**src/rtl/adder55_share_pkg.sv**
```systemverilog
// rtl/adder55_share_pkg.sv - shared widths, state encoding and defaults for the adder share arbiter
package adder55_share_pkg;

    localparam int OPA_W           = 55;
    localparam int OPB_W           = 39;
    localparam int SUM_W           = 56;
    localparam int DEFAULT_NUM_REQ = 4;

    typedef enum logic [1:0] {
        IDLE = 2'd0,
        EXEC = 2'd1,
        RESP = 2'd2
    } state_e;

endpackage

```
**src/rtl/adder55_share_arbiter_rr.sv**
```systemverilog
// rtl/adder55_share_arbiter_rr.sv - combinational round-robin picker starting after the last grant
module rr_arbiter #(
    parameter int NUM_REQ = 4,
    parameter int ID_W    = 2
) (
    input  logic [NUM_REQ-1:0] req,
    input  logic [ID_W-1:0]    ptr,
    input  logic               en,
    output logic [NUM_REQ-1:0] gnt,
    output logic [ID_W-1:0]    gnt_idx
);

    int idx;

    // Walk from the lowest priority upward so the last hit is the closest to ptr+1.
    always_comb begin
        gnt     = '0;
        gnt_idx = '0;
        idx     = 0;
        if (en) begin
            for (int off = NUM_REQ; off >= 1; off--) begin
                idx = (int'(ptr) + off) % NUM_REQ;
                if (req[idx]) begin
                    gnt      = '0;
                    gnt[idx] = 1'b1;
                    gnt_idx  = ID_W'(idx);
                end
            end
        end
    end

endmodule

```
**src/rtl/customAdder55_16.sv**
```systemverilog
// rtl/customAdder55_16.sv - 55-bit plus zero-extended 39-bit adder with full 56-bit sum
module customAdder55_16 (
    input  logic [54:0] A,
    input  logic [38:0] B,
    output logic [55:0] Sum
);

    assign Sum = {1'b0, A} + {17'b0, B};

endmodule

```
**src/rtl/adder55_share_arbiter.sv**
```systemverilog
// rtl/adder55_share_arbiter.sv - round-robin share of one wide adder among NUM_REQ requesters
module adder55_share_arbiter
    import adder55_share_pkg::*;
#(
    parameter int NUM_REQ = DEFAULT_NUM_REQ,
    parameter int ID_W    = 2
) (
    input  logic                     clk,
    input  logic                     rst,
    input  logic [NUM_REQ-1:0]       req_valid,
    output logic [NUM_REQ-1:0]       req_ready,
    input  logic [NUM_REQ*OPA_W-1:0] req_a,
    input  logic [NUM_REQ*OPB_W-1:0] req_b,
    output logic                     res_valid,
    input  logic                     res_ready,
    output logic [SUM_W-1:0]         res_sum,
    output logic [ID_W-1:0]          res_id,
    output logic                     busy
);

    localparam logic [ID_W-1:0] PTR_RESET = ID_W'(NUM_REQ - 1);

    state_e             state_q, state_d;
    logic [ID_W-1:0]    ptr_q, ptr_d;
    logic [ID_W-1:0]    opid_q, opid_d;
    logic [OPA_W-1:0]   opa_q, opa_d;
    logic [OPB_W-1:0]   opb_q, opb_d;
    logic [SUM_W-1:0]   res_sum_q, res_sum_d;
    logic [ID_W-1:0]    res_id_q, res_id_d;

    logic               arb_en;
    logic               granted;
    logic [NUM_REQ-1:0] gnt;
    logic [ID_W-1:0]    gnt_idx;
    logic [SUM_W-1:0]   add_sum;

    // A new grant is possible when idle or when the held result is being consumed.
    assign arb_en  = (state_q == IDLE) || ((state_q == RESP) && res_ready);
    assign granted = |gnt;

    rr_arbiter #(
        .NUM_REQ (NUM_REQ),
        .ID_W    (ID_W)
    ) u_rr (
        .req     (req_valid),
        .ptr     (ptr_q),
        .en      (arb_en),
        .gnt     (gnt),
        .gnt_idx (gnt_idx)
    );

    customAdder55_16 u_add (
        .A   (opa_q),
        .B   (opb_q),
        .Sum (add_sum)
    );

    always_ff @(posedge clk) begin
        if (rst) begin
            state_q   <= IDLE;
            ptr_q     <= PTR_RESET;
            opid_q    <= '0;
            opa_q     <= '0;
            opb_q     <= '0;
            res_sum_q <= '0;
            res_id_q  <= '0;
        end else begin
            state_q   <= state_d;
            ptr_q     <= ptr_d;
            opid_q    <= opid_d;
            opa_q     <= opa_d;
            opb_q     <= opb_d;
            res_sum_q <= res_sum_d;
            res_id_q  <= res_id_d;
        end
    end

    always_comb begin
        state_d   = state_q;
        ptr_d     = ptr_q;
        opid_d    = opid_q;
        opa_d     = opa_q;
        opb_d     = opb_q;
        res_sum_d = res_sum_q;
        res_id_d  = res_id_q;

        if (granted) begin
            ptr_d  = gnt_idx;
            opid_d = gnt_idx;
            opa_d  = req_a[int'(gnt_idx)*OPA_W +: OPA_W];
            opb_d  = req_b[int'(gnt_idx)*OPB_W +: OPB_W];
        end

        case (state_q)
            IDLE: begin
                if (granted) state_d = EXEC;
            end
            EXEC: begin
                res_sum_d = add_sum;
                res_id_d  = opid_q;
                state_d   = RESP;
            end
            RESP: begin
                if (res_ready) state_d = granted ? EXEC : IDLE;
            end
            default: state_d = IDLE;
        endcase
    end

    always_comb begin
        req_ready = gnt;
        res_valid = (state_q == RESP);
        busy      = (state_q != IDLE);
        res_sum   = res_sum_q;
        res_id    = res_id_q;
    end

endmodule

```
**config.mk**
```make
export PLATFORM = sky130hd
export DESIGN_NAME = adder55_share_arbiter
export DESIGN_NICKNAME = d
export VERILOG_FILES = /design/src/rtl/adder55_share_pkg.sv /design/src/rtl/adder55_share_arbiter_rr.sv /design/src/rtl/customAdder55_16.sv /design/src/rtl/adder55_share_arbiter.sv
export SDC_FILE = /design/constraint.sdc
export NUM_CORES = 1
export LEC_CHECK = 0
export CORE_AREA = 2 2 172 174
export DETAILED_ROUTE_END_ITERATION = 10
export DIE_AREA = 0 0 174 176
export PLACE_DENSITY = 0.81
export REMOVE_ABC_BUFFERS = 1
export SYNTH_ARGS = -nofsm -noshare
export SYNTH_HDL_FRONTEND = slang
export SYNTH_HIERARCHICAL = 1
export SYNTH_SLANG_ARGS = --single-unit
```
**constraint.sdc**
```tcl
create_clock -name clk -period 4.33 [get_ports clk]
set_input_delay 0.6495 -clock clk [delete_from_list [all_inputs] [get_ports clk]]
set_output_delay 0.6495 -clock clk [all_outputs]
set_load 0.02 [all_outputs]
```
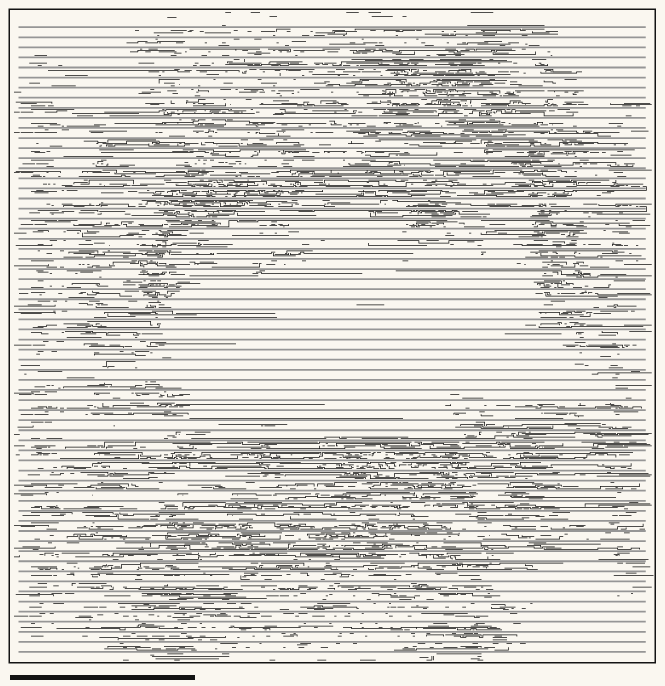
**Above:** signal wires on met1.
Scale bar: 50 um. Supply wires on this layer in grey.
main direction: horizontal
longest straight run: 57.5 um
share of all routed wire: 41%
Vias: 9917
Routed WL: 34100 um
GR met1 Demand/Resource: 27.3%

==> results.txt <==
run metrics: final-layout clock buffer total 19, YS chip area between 10000 and 15000 sq um, I/O Buffers 446, # Cells Yosys 1010, hold slack 453 ps, Final GP Congestion 0.966, Seq cells 158, CP Buf/Inv Count 2, layout cell share with drive strength beyond 1 11.4%, clock root cell clkbuf_16, Top FF cell, synth dfxtp_1, leading area contributor after synthesis dfxtp_1, diode count 0, YS warnings 6, Setup CP Type reg2out, non-clk buf share roughly 30%, initial antenna violation count 0, post-place setup slack 396 ps, # hold bufs at CTS 0, Rows 62, Vias/cell 5.48, r2r setup slk 560 ps, Post-Syn Area 10200 sq um, top post-synthesis cells by count nand2_1, dfxtp_1, a21oi_1, Setup Viol. Count Final 0, Mean Syn Cell Area a little over 10 sq um, max_slew headroom 46.2%, grt ovf 0, CP required approximately 3700 ps, final period demand of the worst path 4030 ps, Crit. End Element output port, worst hold path type reg2reg, RSZ-0062 raised after global routing no, sequential cell area share 20.3%, global-route wire length before repair 53600 um, Registers, synthesis 158, Die Area 30600 sq um, Max Clk Rate around 0.25 GHz, logic area around 6600 sq um, Leading cell kind multi-input combinational cells, Critical Path AT roughly 3400 ps, post-CTS setup buffer count 0, Top Ports ~450, clk buf depth 2, fraction of area in multi-input gates 42.7%, post_cts resized 0, Pwr Total roughly 11 mW, DR WL/cell roughly 19 um, hpwl dp 26900 um, CP startpoint kind register, CP Cell Sequence inv_1, ha_1, mux4_2, nor2b_4, a221o_1, o221a_1, clkdlybuf4s50_1, Crit-path slowest cell clkdlybuf4s50_1, post-route clock period utilization roughly 93%, critical path fanouts, max 9, Multi-In Gates roughly 760, Die Height 176 um, largest net degree at the start of global routing 95, dpl cell area 14900 sq um, htree depth 4, CP delay by family, top buffers and inverters, Worst-Margin Slew between 800 and 900 ps, Remaining DRCs 0, Clk pin slew, worst setup/hold paths 70 ps, fill cell count 2544, Fin Clk Skew between 10 and 15 ps, CTS Buf Count 17, top-count cell post-synth nand2_1, TNS Setup 0 ps, PwrDens 691 nW/um^2, CTS Sinks approximately 160, final hold viol count 0, chip width ~170 um, n_taps 384, Starting Density a little over a third, Clock-cell share 3.99%, asr flop ratio synth 0%, net total in the final layout 1841, Syn-to-layout area delta 52.2%, drt pass-1 iters 5, flip-flops with a built-in enable 0, Finished Core Util 54.5%, Finished Cell Area roughly 16000 sq um, Finished Layout Cells 1809, TritonCTS clock tree built, synth unique cells 63, final worst setup slack 300 ps, DRT iter0 DRCs 639, Post-Syn Instances 1010, Leak between 5 and 6 nW, Max Cap Violations 0, invs w/o clock 15, slowest stage delay, CP 580 ps, Overall Global Routing Usage about 22%, biggest area cells dfxtp_1, mux4_2, a22o_1, sequential cell area about 3200 sq um, ANT nets after route 0, vias in the first global route 10100, Latency at later pin between 400 and 500 ps, post-synth top area share 30.9%, core box area 28500 sq um, Tool Warnings 30, nonclk buf count 458, Peak VDD IR 0.562 mV, placed cell count 1777, status finished, final reports clean, sequential area share after synthesis 30.9%, fin. max-slew vios 0
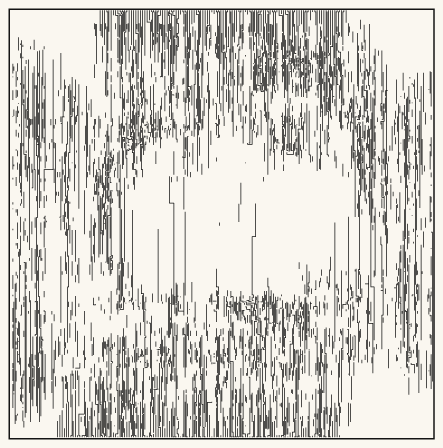
**Above:** the metal 2 layer.
main direction: vertical
nets with wire on the layer: 1635
share of all routed wire: 49%
M2 GR Usage: 38.3%

-- final timing paths --
path | from | to | cells after the start
worst min register to register | res_sum[1] | res_sum[1] | 2
worst max register to register | ptr_q[1] | opb_q[5] | 10
worst min-delay path | res_sum[1] | res_sum[1] | 2
worst max-delay path | ptr_q[1] | req_ready[3] | 7
-- sequential cells by signal, summed over array words and instances (netlist names) --
name	flops
opa_q	55
ptr_q	2
opb_q	39
state_q	2
opid_q	2
res_sum	56
res_id	2
-- cells by family (layout without fill, tap and decap cells) --
group	after synthesis	in the layout	share of synthesized area (%)
compound gates	314	314	21.6
simple gates	248	248	11.0
flops	158	158	30.9
mux	102	102	21.9
buf+inv	90	505	4.48
xor+xnor	52	52	4.45
fa+ha+maj	46	46	5.70
-- layer usage --
metal / GRT usage [%] / routed length (um) / vias to the layer above
li1: - / - / 4668
met1: 27.3 / 14100 / 4749
met2: 38.3 / 16900 / 451
met3: 4.63 / 2350 / 49
met4: 6.62 / 756 / 0
met5: 0 / 0 / -
-- cells in the final DEF (no fill, tap or decap), types with 5 or more instances in the layout --
cell	Yosys	final
a21o_1	20	20
a21oi_1	115	114
a221o_1	8	8
a22o_1	94	94
a31oi_1	6	6
and3_1	11	11
and4_1	5	5
buf_4	2	8
clkbuf_16	0	17
clkdlybuf4s50_1	0	445
dfxtp_1	158	158
ha_1	45	45
inv_1	15	15
mux4_2	97	97
nand2_1	164	164
nand3_1	9	9
nor2_1	21	19
nor2b_1	7	6
nor4_1	6	6
o211ai_1	6	6
o21ai_0	12	12
o21ai_1	11	11
o21bai_1	7	7
xnor2_1	28	28
xor2_1	24	24
-- power by group --
group / total [mW] / internal (mW) / switching, mW
Clock: 1.60 / 0.938 / 0.660
Sequential: 2.26 / 1.96 / 0.303
Combinational: 6.89 / 3.44 / 3.45
Total: 10.7 / 6.34 / 4.41
Power is estimated from default activity; no workload was simulated.
